$ cat config.mk
export PLATFORM = sky130hd
export DESIGN_NAME = ip_proto_demux
export DESIGN_NICKNAME = d
export VERILOG_FILES = /design/src/rtl/ip_demux_pkg.sv /design/src/rtl/ip_hdr_buf.sv /design/src/rtl/ip_proto_demux.sv
export SDC_FILE = /design/constraint.sdc
export NUM_CORES = 1
export LEC_CHECK = 0
export ABC_AREA = 1
export CORE_MARGIN = 8
export CORE_UTILIZATION = 54
export CTS_CLUSTER_DIAMETER = 60
export DETAILED_ROUTE_END_ITERATION = 7
export PLACE_DENSITY = 0.86
export SETUP_SLACK_MARGIN = 0.5
export SYNTH_ARGS = -nofsm -noshare
export SYNTH_HDL_FRONTEND = slang
export SYNTH_SLANG_ARGS = --single-unit
$ cat constraint.sdc
create_clock -name clk -period 5.21 [get_ports clk]
set_input_delay 1.042 -clock clk [delete_from_list [all_inputs] [get_ports clk]]
set_output_delay 1.042 -clock clk [all_outputs]
set_load 0.01 [all_outputs]
$ cat src/rtl/ip_demux_pkg.sv
`default_nettype none
// +--------------------------------------------------------------------+
// | ip_demux_pkg : shared FSM type, IPv4 constants and helpers          |
// | Rev 1.0                                                             |
// +--------------------------------------------------------------------+
package ip_demux_pkg;

  typedef enum logic [2:0] {
    IDLE  = 3'd0,
    HDR   = 3'd1,
    FLUSH = 3'd2,
    PASS  = 3'd3,
    DROP  = 3'd4
  } state_e;

  localparam logic [3:0] IP_VER_V4 = 4'd4;
  localparam logic [7:0] PROTO_TCP = 8'd6;
  localparam logic [7:0] PROTO_UDP = 8'd17;
  localparam int         HDR_WORDS = 3;

  function automatic logic [15:0] sat_inc16(input logic [15:0] v);
    return (v == 16'hFFFF) ? v : v + 16'd1;
  endfunction

endpackage
`default_nettype wire

$ cat src/rtl/ip_hdr_buf.sv
`default_nettype none
// +--------------------------------------------------------------------+
// | ip_hdr_buf : 3-entry header store (data + last) with write/read     |
// | indices and a synchronous discard. Rev 1.0                          |
// +--------------------------------------------------------------------+
module ip_hdr_buf
  import ip_demux_pkg::*;
(
  input  logic        clk_i,
  input  logic        rst_i,
  input  logic        clr_i,
  input  logic        wr_en_i,
  input  logic [31:0] wr_data_i,
  input  logic        wr_last_i,
  input  logic        rd_adv_i,
  output logic [31:0] rd_data_o,
  output logic        rd_last_o,
  output logic [3:0]  ver_o,
  output logic [1:0]  wr_idx_o,
  output logic [1:0]  rd_idx_o
);

  localparam logic [1:0] LAST_IDX = 2'(HDR_WORDS - 1);

  logic [32:0] mem_q [HDR_WORDS];
  logic [1:0]  wr_idx_q;
  logic [1:0]  rd_idx_q;

  always_ff @(posedge clk_i or posedge rst_i) begin
    if (rst_i) begin
      for (int i = 0; i < HDR_WORDS; i++) mem_q[i] <= '0;
      wr_idx_q <= '0;
      rd_idx_q <= '0;
    end else if (clr_i) begin
      for (int i = 0; i < HDR_WORDS; i++) mem_q[i] <= '0;
      wr_idx_q <= '0;
      rd_idx_q <= '0;
    end else begin
      if (wr_en_i && (wr_idx_q <= LAST_IDX)) begin
        mem_q[wr_idx_q] <= {wr_last_i, wr_data_i};
        wr_idx_q        <= wr_idx_q + 2'd1;
      end
      // Read index parks on the last entry; the owner clears after it drains.
      if (rd_adv_i && (rd_idx_q < LAST_IDX)) begin
        rd_idx_q <= rd_idx_q + 2'd1;
      end
    end
  end

  assign rd_data_o = mem_q[rd_idx_q][31:0];
  assign rd_last_o = mem_q[rd_idx_q][32];
  assign ver_o     = mem_q[0][31:28];
  assign wr_idx_o  = wr_idx_q;
  assign rd_idx_o  = rd_idx_q;

endmodule
`default_nettype wire

$ cat src/rtl/ip_proto_demux.sv
`default_nettype none
// +--------------------------------------------------------------------+
// | ip_proto_demux : routes IPv4 packets to a channel by protocol field |
// | Rev 1.0                                                             |
// +--------------------------------------------------------------------+
module ip_proto_demux
  import ip_demux_pkg::*;
#(
  parameter int                N_CH         = 2,
  parameter logic [8*N_CH-1:0] PROTO_MAP    = {PROTO_UDP, PROTO_TCP},
  parameter int                UNKNOWN_MODE = 0
) (
  input  logic               clk,
  input  logic               reset,
  input  logic [31:0]        ip_data_in,
  input  logic               ip_data_valid,
  input  logic               ip_data_last,
  output logic               ip_data_ready,
  output logic [32*N_CH-1:0] out_data,
  output logic [N_CH-1:0]    out_valid,
  output logic [N_CH-1:0]    out_last,
  input  logic [N_CH-1:0]    out_ready,
  output logic [15:0]        drop_count
);

  localparam logic [1:0] LAST_CH  = 2'(N_CH - 1);
  localparam logic [1:0] WORD2_IX = 2'(HDR_WORDS - 1);

  state_e      state_q;
  logic [1:0]  sel_q;
  logic [15:0] drop_cnt_q;

  logic        w_acc;
  logic        w_buf_wr;
  logic        w_buf_clr;
  logic        w_flush_hs;
  logic        w_drop_now;
  logic        w_route;
  logic        w_hit;
  logic [1:0]  w_hit_ch;
  logic [1:0]  w_route_ch;
  logic        w_valid;
  logic        w_last;
  logic [31:0] w_data;
  logic [31:0] w_rd_data;
  logic        w_rd_last;
  logic [3:0]  w_ver;
  logic [1:0]  w_wr_idx;
  logic [1:0]  w_rd_idx;

  // Lowest-index match wins, so scan downwards and let later hits overwrite.
  function automatic logic [2:0] lookup(input logic [7:0] proto);
    logic       hit;
    logic [1:0] idx;
    hit = 1'b0;
    idx = '0;
    for (int i = N_CH - 1; i >= 0; i--) begin
      if (PROTO_MAP[8*i +: 8] == proto) begin
        hit = 1'b1;
        idx = i[1:0];
      end
    end
    return {hit, idx};
  endfunction

  ip_hdr_buf u_hdr_buf (
    .clk_i     (clk),
    .rst_i     (reset),
    .clr_i     (w_buf_clr),
    .wr_en_i   (w_buf_wr),
    .wr_data_i (ip_data_in),
    .wr_last_i (ip_data_last),
    .rd_adv_i  (w_flush_hs),
    .rd_data_o (w_rd_data),
    .rd_last_o (w_rd_last),
    .ver_o     (w_ver),
    .wr_idx_o  (w_wr_idx),
    .rd_idx_o  (w_rd_idx)
  );

  always_comb begin
    ip_data_ready = 1'b0;
    case (state_q)
      IDLE, HDR, DROP: ip_data_ready = 1'b1;
      PASS:            ip_data_ready = out_ready[sel_q];
      default:         ip_data_ready = 1'b0;
    endcase
    ip_data_ready = ip_data_ready & ~reset;
  end

  always_comb begin
    {w_hit, w_hit_ch} = lookup(ip_data_in[23:16]);
    w_route    = (w_ver == IP_VER_V4) && (w_hit || (UNKNOWN_MODE != 0));
    w_route_ch = w_hit ? w_hit_ch : LAST_CH;
  end

  assign w_acc      = ip_data_valid & ip_data_ready;
  assign w_buf_wr   = w_acc && ((state_q == IDLE) || (state_q == HDR));
  assign w_flush_hs = (state_q == FLUSH) && out_ready[sel_q];
  // Short packets (last on word 0/1) and rejected headers both count as drops.
  assign w_drop_now = w_buf_wr &&
                      ((w_wr_idx == WORD2_IX) ? !w_route : ip_data_last);
  assign w_buf_clr  = w_drop_now || (w_flush_hs && (w_rd_idx == WORD2_IX));

  always_comb begin
    w_valid = 1'b0;
    w_last  = 1'b0;
    w_data  = w_rd_data;
    case (state_q)
      FLUSH: begin
        w_valid = 1'b1;
        w_last  = w_rd_last && (w_rd_idx == WORD2_IX);
      end
      PASS: begin
        w_valid = ip_data_valid;
        w_last  = ip_data_last;
        w_data  = ip_data_in;
      end
      default: ;
    endcase
  end

  always_ff @(posedge clk or posedge reset) begin
    if (reset) begin
      state_q    <= IDLE;
      sel_q      <= '0;
      drop_cnt_q <= '0;
    end else begin
      if (w_drop_now) drop_cnt_q <= sat_inc16(drop_cnt_q);
      case (state_q)
        IDLE, HDR: begin
          if (w_acc) begin
            if (w_wr_idx == WORD2_IX) begin
              if (w_route) begin
                sel_q   <= w_route_ch;
                state_q <= FLUSH;
              end else begin
                state_q <= ip_data_last ? IDLE : DROP;
              end
            end else begin
              state_q <= ip_data_last ? IDLE : HDR;
            end
          end
        end
        FLUSH: begin
          if (w_flush_hs && (w_rd_idx == WORD2_IX)) begin
            state_q <= w_rd_last ? IDLE : PASS;
          end
        end
        PASS, DROP: begin
          if (w_acc && ip_data_last) state_q <= IDLE;
        end
        default: state_q <= IDLE;
      endcase
    end
  end

  generate
    for (genvar i = 0; i < N_CH; i++) begin : g_ch
      assign out_data[32*i +: 32] = w_data;
      assign out_valid[i]         = w_valid && (sel_q == 2'(i));
      assign out_last[i]          = w_last && (sel_q == 2'(i));
    end
  endgenerate

  assign drop_count = drop_cnt_q;

endmodule
`default_nettype wire
Fig. 1: routed clock nets over the placement
Drawn at 4 px/um.
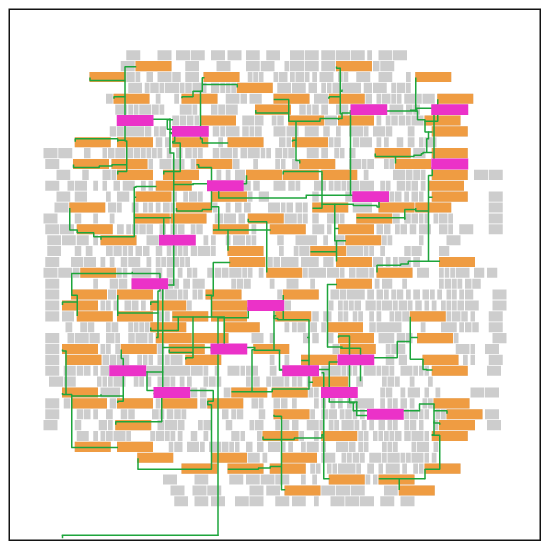
- clock wires: green (length 1590 um)
- flip-flops: orange (count 123)
- cells driving clock nets: magenta (count 17)
- routed clock nets: 18

Fig. 2: sequential cells grouped by signal name
Drawn at 4 px/um. Other sequential cells in the stronger grey, the rest of the logic in the fainter grey.
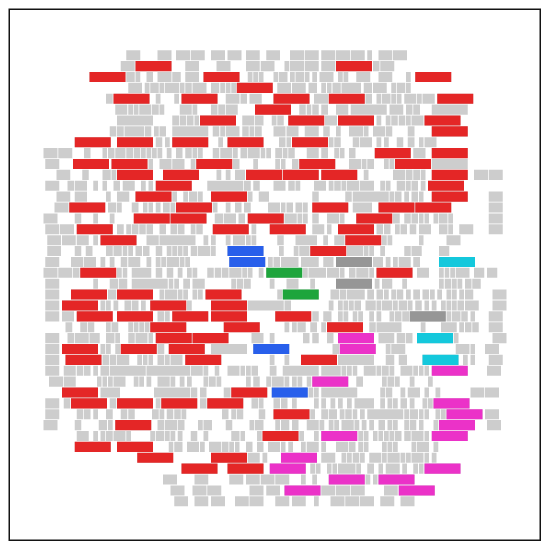
- u_hdr_buf.mem_q: red (sequential cells 95)
- u_hdr_buf.ver_o: blue (sequential cells 4; where middle)
- drop_count: magenta (sequential cells 16)
- state_q: cyan (sequential cells 3)
- u_hdr_buf.wr_idx_o: green (sequential cells 2)
- not coloured: 3

Fig. 3: placed cells, one colour a class
Drawn at 4 px/um. Fill, decap, tap and diode cells in grey.
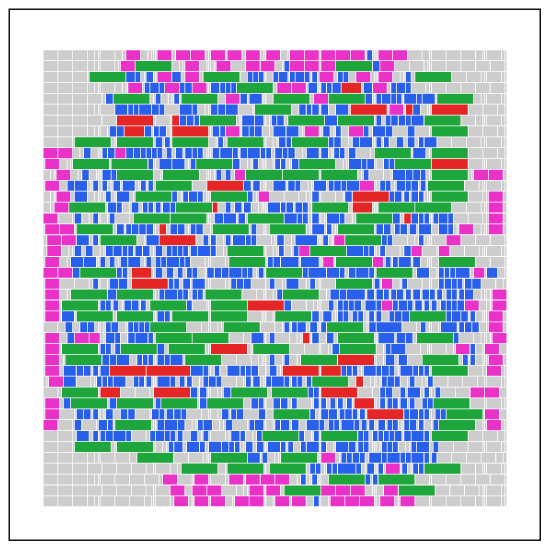
- all other logic: blue (cells 719)
- other buffers and delay cells: magenta (cells 135)
- clock drivers and dummy loads: red (cells 32)
- flip-flops: green (cells 123)

==> flow_summary_export.csv <==
group,metric,value,unit
yosys,synth_nets,983,
clock_network,cts_tree,"done",
clock_network,clk_pin_slew_worst_paths,50,ps
placed_design,hpwlAfterDp,12.2,mm
detailed_routing,drc,0,
placed_design,gp_congestion,0.844,
global_routing,grt_overflow,0,
setup_path,crit_path_max_incr_delay,630,ps
setup_path,path_buffers,5,
status,status,"complete, no violations",
detailed_routing,vias,6856,
layout,nets,1040,
sta,timing.setup.tns,0,ps
setup_path,r2r_start,"u_hdr_buf.wr_idx_o[0]",
setup_path,critical_path_class,"flop to output pin",
detailed_routing,route.met2.wl,9.73,mm
yosys,synth_stat.cells,939,
global_routing,grt_max_degree,83,
hold_path,hold_class,"flop to flop",
yosys,syn_inst,939,
floorplan,taps,176,
setup_path,worst_setup_path_end_kind,"output pin",
layout,largestClassByArea,"logic gates",
detailed_routing,wirelength,19.7,mm
yosys,yosysWarnings,0,
yosys,ys_seq_share,42.1,%
layout,post-route-util,66.3,%
yosys,yosysTopAreaCell,"dfrtp_1",
run,tool_warnings,29,
setup_path,start_kind,"flop",
setup_path,cp-startpoint,"u_hdr_buf.rd_idx_o[0]",
detailed_routing,vias_per_cell,5.79,
sta,setup_viol,0,
sta,maxSlewViolCount,0,
layout,area.sequential,0.00308,sq mm
layout,nonClkBufAreaFrac,15.0,%
yosys,ff_type,"dfrtp_1",
setup_path,cp.arrival,3070,ps
floorplan,boundaryPins,123,
floorplan,die_h,132,um
global_routing,grt_antenna_before_repair,0,
run,maxCapViolations,0,
floorplan,fp-utilization,55.2,%
power_and_ir_drop,ir_drop,334,uV
setup_path,cp_max_fo,34,
detailed_routing,routed-wl-met3,1.28,mm
clock_network,postCtsHoldBufs,0,
layout,nFillCells,1108,
yosys,syn_avg_cell_area,7.78,sq um
placed_design,io_buffers,122,
yosys,synthArstFlopShare,100,%
layout,nFlopsAndLatches,123,
detailed_routing,met1_length,8.43,mm
Fig. 4: routing congestion
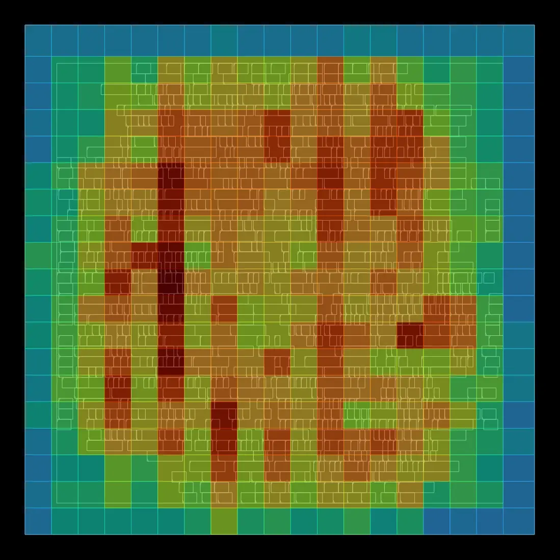
wire per inst: 16.6 um
met3 Usage GRT: 4.34%
GR Layer Usage met1: 28.8%

Fig. 5: PDN straps and rails
Drawn at 3 px/um. Pins as bars on the die edge.
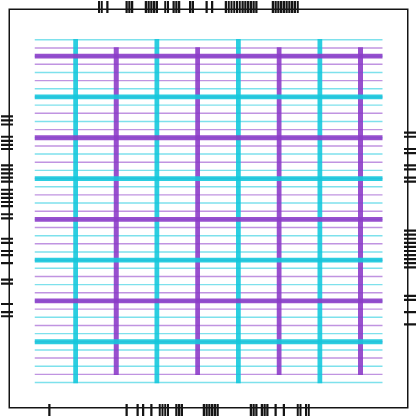
- VSS: cyan
- VDD: purple
- met1 rails: 43
- rows: 42
- met5 straps: 8
- signal pins: 123

## placed cells by master, fill, tap and decap left out, types with 17 or more instances in the layout
cell type | Yosys | layout
inv_1 | 31 | 30
clkdlybuf4s50_1 | 0 | 122
a31oi_1 | 32 | 32
nand2_1 | 228 | 228
nand3_1 | 118 | 118
nor2_1 | 123 | 123
dfrtp_1 | 123 | 123
a21oi_1 | 37 | 37
a21oi_2 | 70 | 70
clkbuf_16 | 0 | 17
o21ai_0 | 36 | 36
## state kept, by name, summed over array words and instances, names as in the netlist
register	cells
u_hdr_buf.wr_idx_o	2
u_hdr_buf.rd_idx_o	2
state_q	3
u_hdr_buf.mem_q	95
u_hdr_buf.ver_o	4
sel_q	1
drop_count	16
## power breakdown
| group | total, mW | switching [mW] | internal (mW) |
|---|---|---|---|
| Sequential | 1.49 | 0.202 | 1.29 |
| Combinational | 1.94 | 1.07 | 0.866 |
| Clock | 1.15 | 0.412 | 0.740 |
| Total | 4.58 | 1.69 | 2.89 |
## layer usage
metal	vias to the layer above	GRT usage, %
met5	-	0
met4	0	6.81
met3	29	4.34
met2	316	36.9
met1	3340	28.8
li1	3171	-
## cell families (layout without fill, tap and decap cells)
group | Yosys count | count (layout) | share of synthesized area (%)
compound gates | 176 | 176 | 16.2
xor+xnor | 14 | 14 | 1.68
fa+ha+maj | 6 | 6 | 1.03
buf+inv | 131 | 201 | 10.7
flops | 123 | 123 | 42.1
simple gates | 489 | 489 | 28.2
## final timing paths
check	depth (start not counted)	endpoint	slack, ps
setup reg to reg	7	u_hdr_buf.mem_q[60]	2080
max in group asynchronous	4	u_hdr_buf.mem_q[32]	2590
min in group asynchronous	3	state_q[1]	1220
hold reg to reg	2	state_q[0]	520
setup / recovery	8	out_data[38]	1100
hold / removal	2	state_q[0]	520
Power is estimated from default activity; no workload was simulated.
